$ cat config.mk
export PLATFORM = sky130hd
export DESIGN_NAME = mem_port_arbiter
export DESIGN_NICKNAME = d
export VERILOG_FILES = /design/src/rtl/mem_port_arbiter.sv
export SDC_FILE = /design/constraint.sdc
export NUM_CORES = 1
export LEC_CHECK = 0
export ABC_AREA = 0
export CAP_MARGIN = 20
export CORE_AREA = 2 2 103 105
export CTS_CLUSTER_SIZE = 14
export DETAILED_ROUTE_END_ITERATION = 10
export DIE_AREA = 0 0 105 107
export MAX_ROUTING_LAYER = met4
export PLACE_DENSITY = 0.74
export SYNTH_ARGS = -nofsm -noshare
export SYNTH_HDL_FRONTEND = slang
export SYNTH_SLANG_ARGS = --single-unit
$ cat constraint.sdc
create_clock -name clock -period 2.7 [get_ports clock]
set_input_delay 0.54 -clock clock [delete_from_list [all_inputs] [get_ports clock]]
set_output_delay 0.54 -clock clock [all_outputs]
set_load 0.02 [all_outputs]
$ cat src/rtl/mem_port_arbiter.sv
// mem_port_arbiter: two-requester arbiter sharing one RAM port.
// The instruction-cache refill port owns the RAM for a whole burst.
// The load/store port owns it for a single beat.
// Ties are broken against whichever side was granted last.
// A per-grant watchdog forces an Ack when the RAM stalls too long,
// then raises a sticky bus-error flag.
module mem_port_arbiter #(
  parameter int dataW      = 32,
  parameter int AckTimeout = 16
) (
  input  logic             clock,
  input  logic             reset,
  input  logic             InsReq,
  input  logic [dataW-1:0] InsAddr,
  input  logic             InsLast,
  output logic             InsAck,
  output logic [dataW-1:0] InsRData,
  input  logic             DataReq,
  input  logic             DataWE,
  input  logic [dataW-1:0] DataAddr,
  input  logic [dataW-1:0] DataWData,
  output logic             DataAck,
  output logic [dataW-1:0] DataRData,
  output logic             MemReq,
  output logic             MemWE,
  output logic [dataW-1:0] MemAddr,
  output logic [dataW-1:0] MemWData,
  input  logic             MemAck,
  input  logic [dataW-1:0] MemRData,
  output logic             GrantIns,
  output logic             GrantData,
  output logic             BusErr
);

  localparam int CntW = $clog2(AckTimeout + 1);
  localparam logic [CntW-1:0]  CntLimit = CntW'(AckTimeout - 1);
  // RISC-V NOP (addi x0,x0,0) handed to the fetch side on a timeout
  localparam logic [dataW-1:0] NopInstr = dataW'(32'h0000_0013);

  typedef enum logic [1:0] {
    ST_IDLE = 2'd0,
    ST_INS  = 2'd1,
    ST_DATA = 2'd2
  } state_t;

  state_t          r_state;
  state_t          w_next_state;
  logic            r_last_data;      // 1 = DATA side was granted most recently
  logic            w_next_last_data;
  logic [CntW-1:0] r_cnt;
  logic [CntW-1:0] w_next_cnt;
  logic            r_bus_err;
  logic            w_set_err;
  logic            w_timeout;

  // Next-state, watchdog and combinational port muxing for the current owner
  always_comb begin
    w_next_state     = r_state;
    w_next_last_data = r_last_data;
    w_next_cnt       = r_cnt;
    w_set_err        = 1'b0;
    w_timeout        = 1'b0;
    InsAck           = 1'b0;
    InsRData         = '0;
    DataAck          = 1'b0;
    DataRData        = '0;
    MemReq           = 1'b0;
    MemWE            = 1'b0;
    MemAddr          = '0;
    MemWData         = '0;
    GrantIns         = 1'b0;
    GrantData        = 1'b0;
    case (r_state)
      ST_IDLE: begin
        if (InsReq && (!DataReq || r_last_data)) begin
          w_next_state     = ST_INS;
          w_next_last_data = 1'b0;
          w_next_cnt       = '0;
        end else if (DataReq) begin
          w_next_state     = ST_DATA;
          w_next_last_data = 1'b1;
          w_next_cnt       = '0;
        end else begin
          w_next_state     = ST_IDLE;
        end
      end
      ST_INS: begin
        GrantIns  = 1'b1;
        MemReq    = InsReq;
        MemAddr   = InsAddr;
        w_timeout = InsReq && !MemAck && (r_cnt == CntLimit);
        InsAck    = (InsReq && MemAck) || w_timeout;
        InsRData  = w_timeout ? NopInstr : MemRData;
        if (w_timeout) begin
          w_next_cnt   = '0;
          w_set_err    = 1'b1;
          w_next_state = ST_IDLE;
        end else if (InsReq && MemAck) begin
          w_next_cnt   = '0;
          w_next_state = InsLast ? ST_IDLE : ST_INS;
        end else if (InsReq) begin
          w_next_cnt   = r_cnt + CntW'(1);
        end else begin
          w_next_cnt   = r_cnt;
        end
      end
      ST_DATA: begin
        GrantData = 1'b1;
        MemReq    = DataReq;
        MemWE     = DataWE;
        MemAddr   = DataAddr;
        MemWData  = DataWData;
        w_timeout = DataReq && !MemAck && (r_cnt == CntLimit);
        DataAck   = (DataReq && MemAck) || w_timeout;
        DataRData = (w_timeout || DataWE) ? '0 : MemRData;
        if (w_timeout) begin
          w_next_cnt   = '0;
          w_set_err    = 1'b1;
          w_next_state = ST_IDLE;
        end else if (DataReq && MemAck) begin
          w_next_cnt   = '0;
          w_next_state = ST_IDLE;
        end else if (DataReq) begin
          w_next_cnt   = r_cnt + CntW'(1);
        end else begin
          w_next_cnt   = r_cnt;
        end
      end
      default: begin
        w_next_state = ST_IDLE;
        w_next_cnt   = '0;
      end
    endcase
  end

  // State, tie-break history, watchdog counter and sticky error registers
  always_ff @(posedge clock) begin
    if (reset) begin
      r_state     <= ST_IDLE;
      r_last_data <= 1'b1;
      r_cnt       <= '0;
      r_bus_err   <= 1'b0;
    end else begin
      r_state     <= w_next_state;
      r_last_data <= w_next_last_data;
      r_cnt       <= w_next_cnt;
      r_bus_err   <= r_bus_err | w_set_err;
    end
  end

  assign BusErr = r_bus_err;

endmodule

Run 1, metal 1:
Drawn at 4 px/micron. Cells faint in the background.
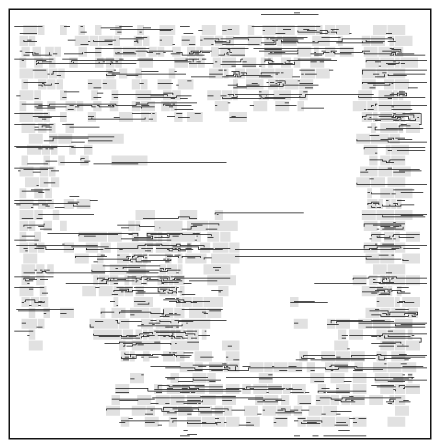
nets with wire on the layer: 558
wire length on this layer: 3900 microns
main direction: horizontal

Run 1, signal wires on met2:
Drawn at 4 px/micron.
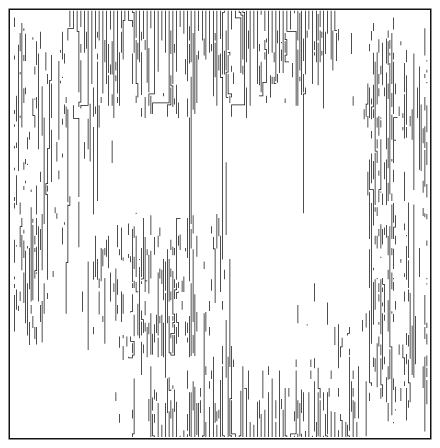
main direction: vertical
nets with wire on the layer: 589

Run 1, metal 3:
Drawn at 2 px/micron. Cells faint in the background.
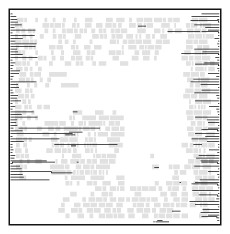
share of all routed wire: 9.8%
main direction: horizontal
nets with wire on the layer: 152
longest straight run: 40.5 microns

==> impl_metrics.ini, run 1 <==
; implementation run metrics
[status]
status = finished clean

[route]
m1WireLength_microns = 3900
ant_nets = 0
drc_errors = 0
routed_via_density = 4.34
met3_length_microns = 981
wl_microns = 10000
vias = 2878

[synth]
ys_top_logic_family = simple AND/OR/NAND/NOR gates
syn-instance-count = 257
ys_seq_share_pct = 11.0
top_area_share_pct = 36.0
aoi_share_pct = 23.8
synth_stat.cells = 257
synthMuxAreaShare_pct = 0.613
synthArstFlopShare_pct = 0
ys_ff = 9
edf_count = 0

[timing]
finalCriticalPeriod_ns = 2.64
worst_pin_slew_ns = 0.445

[floorplanning]
dieArea_sq_um = 11200
row_count = 37

[clock_network]
tritoncts.num_buffers = 3
cts_hold_buf = 0
cts_resized = 143
clockBufferDepth = 2
cts_tree = built

[cells_and_area]
synthToLayoutAreaGrowth_pct = 175
largest_reg_flops = 5
lay_top_count = clkdlybuf4s50_1
n_fill_cell = 1012
stdcell_area_sq_um = 4500

[critical_path]
critPathMaxFanout = 8
startpoint_type = register
path_class = register to output pin

[global_route]
grt.busiest_layer = met2
grt_first_pass_wirelength_microns = 14500
grt_util_met2_pct = 29.9
grt_max_degree = 43
grt_pass1_vias = 2918

[placement]
dpl.hpwl_microns = 7820

[job]
maxCapViolations = 0

[power]
p_switching_mw = 0.730
==> run 1: layout make-up <==
class | instances | area share (%)
Timing Repair Buffer | 289 | 60.4
Multi-Input combinational cell | 218 | 30.3
Clock buffer | 4 | 1.00
Inverter | 7 | 0.584
Sequential cell | 9 | 4.01
Tap cell | 136 | 3.78
==> run 1: synth_stat cells, types with 2 or more instances <==
cell and instances:
or3_1 3, and2_1 94, nor2b_1 3, dfxtp_1 9, a22oi_1 33, or4_1 2
nor2_1 40, a21oi_1 9, clkbuf_1 18, ha_1 5, o21a_1 3, nand2_1 8
buf_1 2, o21ai_0 2, inv_1 6
==> run 1: critical path: stages (launching register included) <==
cell             delay (ns)
dfxtp_1                0.32
ha_1                   0.23
and3_1                 0.19
ha_1                   0.20
nor2b_4                0.15
a21boi_4               0.13
buf_4                  0.13
buf_12                 0.11
and2_1                 0.14
clkdlybuf4s15_2        0.26
==> run 1: worst min path at each step <==
stage | slack, ns | endpoint | start | cells after the start
floorplan | 0.43 | r_cnt[4] | r_cnt[4] | 2
global placement | 0.44 | r_cnt[4] | r_cnt[4] | 2
detailed placement | 0.44 | r_cnt[4] | r_cnt[4] | 2
CTS | 0.45 | r_cnt[4] | r_cnt[4] | 2
global route | 0.48 | r_cnt[4] | r_cnt[4] | 2
finish | 0.45 | r_cnt[4] | r_cnt[4] | 2
==> run 1: metrics by stage <==
stage	TNS [ns]	utilization [%]	instances	setup WS [ns]	power, mW
floorplan	0	-	257	0.332	0.771
global placement	-8.92	45.2	655	-0.210	1.45
detailed placement	-9.10	45.2	655	-0.202	1.46
CTS	0	45.9	659	0.00143	1.59
global route	0	44.6	663	0.00177	1.70
finish	0	44.6	663	0.0620	1.60
Run 1, pin placement:
Drawn at 4 px/micron. Pins as bars across the die edge, other pins in gray.
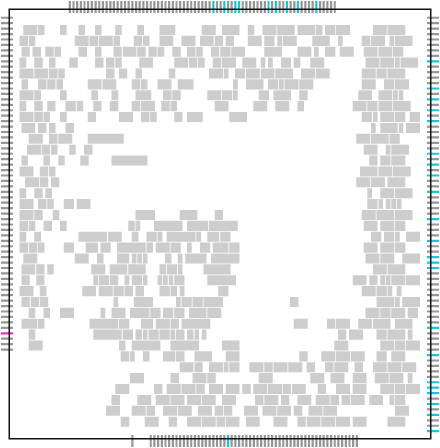

==> run 1 -> run 2 <==
--- a/config.mk
+++ b/config.mk
@@ -13,6 +13,7 @@
 export DIE_AREA = 0 0 105 107
 export MAX_ROUTING_LAYER = met4
 export PLACE_DENSITY = 0.74
+export REMOVE_ABC_BUFFERS = 1
 export SYNTH_ARGS = -nofsm -noshare
 export SYNTH_HDL_FRONTEND = slang
 export SYNTH_SLANG_ARGS = --single-unit
Run 2, pin placement:
Drawn at 4 px/micron. Pins as bars across the die edge, other pins in gray.
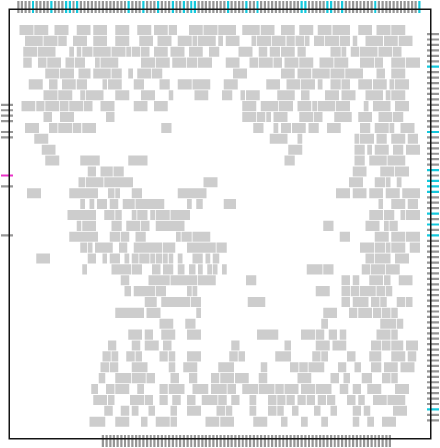
[`clock`] magenta | pins: 1 | direction: input | edge: left
[`InsAddr`] cyan | pins: 32 | direction: input | edge: 22 top, 10 right
all pins by edge: 110 top, 79 bottom, 72 right, 9 left

==> impl_metrics.ini, run 2 <==
; implementation run metrics
[status]
status = finished clean

[route]
met3_length_microns = 778
drc_errors = 0
ant_nets = 0
wl_microns = 10800
routed_via_density = 4.27
vias = 2820
m1WireLength_microns = 4370

[timing]
worst_pin_slew_ns = 0.460
finalCriticalPeriod_ns = 2.62

[floorplanning]
row_count = 37

[clock_network]
cts_hold_buf = 0
tritoncts.num_buffers = 3
cts_resized = 133

[synth]
synthMuxAreaShare_pct = 0.613
aoi_share_pct = 23.8
ys_seq_share_pct = 11.0
top_area_share_pct = 36.0
synthArstFlopShare_pct = 0
ys_ff = 9
top_cell = and2_1

[critical_path]
worst_path_largest_cell_delay_ns = 0.30
crit_chain = ha_1 -> and3_1 -> ha_1 -> nor2b_4 -> a21boi_4 -> buf_8 -> and2_1 -> clkdlybuf4s15_2
critPathMaxFanout = 15
timing.critical_path.buf_inv = 2
startpoint_type = register
critical_path.slowest_cell = dfxtp_1
path_class = register to output pin
crit_top_cell = ha_1

[cells_and_area]
largest_reg_flops = 5
postLayoutCoreUtil_pct = 44.7
synthToLayoutAreaGrowth_pct = 176
stdcell_area_sq_um = 4510
final_cells = 661

[global_route]
grt_max_degree = 71
grt_first_pass_wirelength_microns = 15400
grt_pass1_vias = 2692

[job]
maxCapViolations = 0

[placement]
dpl.hpwl_microns = 8770
[run 2: cell types whose count changed in the layout (fill, tap and decap cells not counted), sizes merged]
cell           before  now
buf                24   28
clkbuf             59   39
clkdlybuf4s15       5   17
clkdlybuf4s50     170  175
dlygate4sd2         1    5
dlymetal6s2s       34   27
[run 2: area by class of cell]
cell class | count | area, sq um
multi-input cells | 218 | 1360
well taps | 136 | 170
clock buffers | 4 | 45.0
inverters | 7 | 26.3
repair buffers | 287 | 2730
flip-flops and latches | 9 | 180
fillers | 1038 | 5580
[run 2: routing by layer]
layer  track usage [%]  vias to the layer above
met2              30.4                      122
met5                 -                        -
met3              4.68                        6
met1              21.4                     1295
met4              1.33                        0
li1                  -                     1397
[run 2: power breakdown]
part,internal (mW),switching [mW],leakage [nW],total [mW]
combinational,0.611,0.667,2.19,1.28
clock,0.103,0.0506,0.0228,0.153
sequential,0.143,0.00856,0.0731,0.152
total,0.857,0.727,2.29,1.58
[run 2: through the flow]
stage | setup TNS (ns) | total power [mW] | setup WS, ns
final | 0 | 1.58 | 0.0810
after global routing | -0.0490 | 1.69 | -0.0107
after CTS | -0.0153 | 1.62 | -0.00513
after detailed placement | -10.88 | 1.47 | -0.210
after global placement | -7.90 | 1.45 | -0.154
after floorplan | -40.53 | 0.735 | -0.667
[run 2: final timing paths]
check	depth (start not counted)	endpoint	start	slack [ns]
setup / recovery	8	InsRData[31]	r_cnt[0]	0.08
setup reg to reg	7	r_cnt[2]	r_state[1]	0.36
hold reg to reg	2	r_cnt[4]	r_cnt[4]	0.45
hold / removal	2	r_cnt[4]	r_cnt[4]	0.45
[run 2: worst reg2reg max path: stages (launching register included)]
cell     delay [ns]
dfxtp_1        0.37
inv_1          0.08
ha_1           0.25
buf_6          0.20
nor2b_1        0.16
or3_1          0.49
or4_1          0.53
a31oi_1        0.17
No activity file was given, so power comes from the tool's default toggle rates.
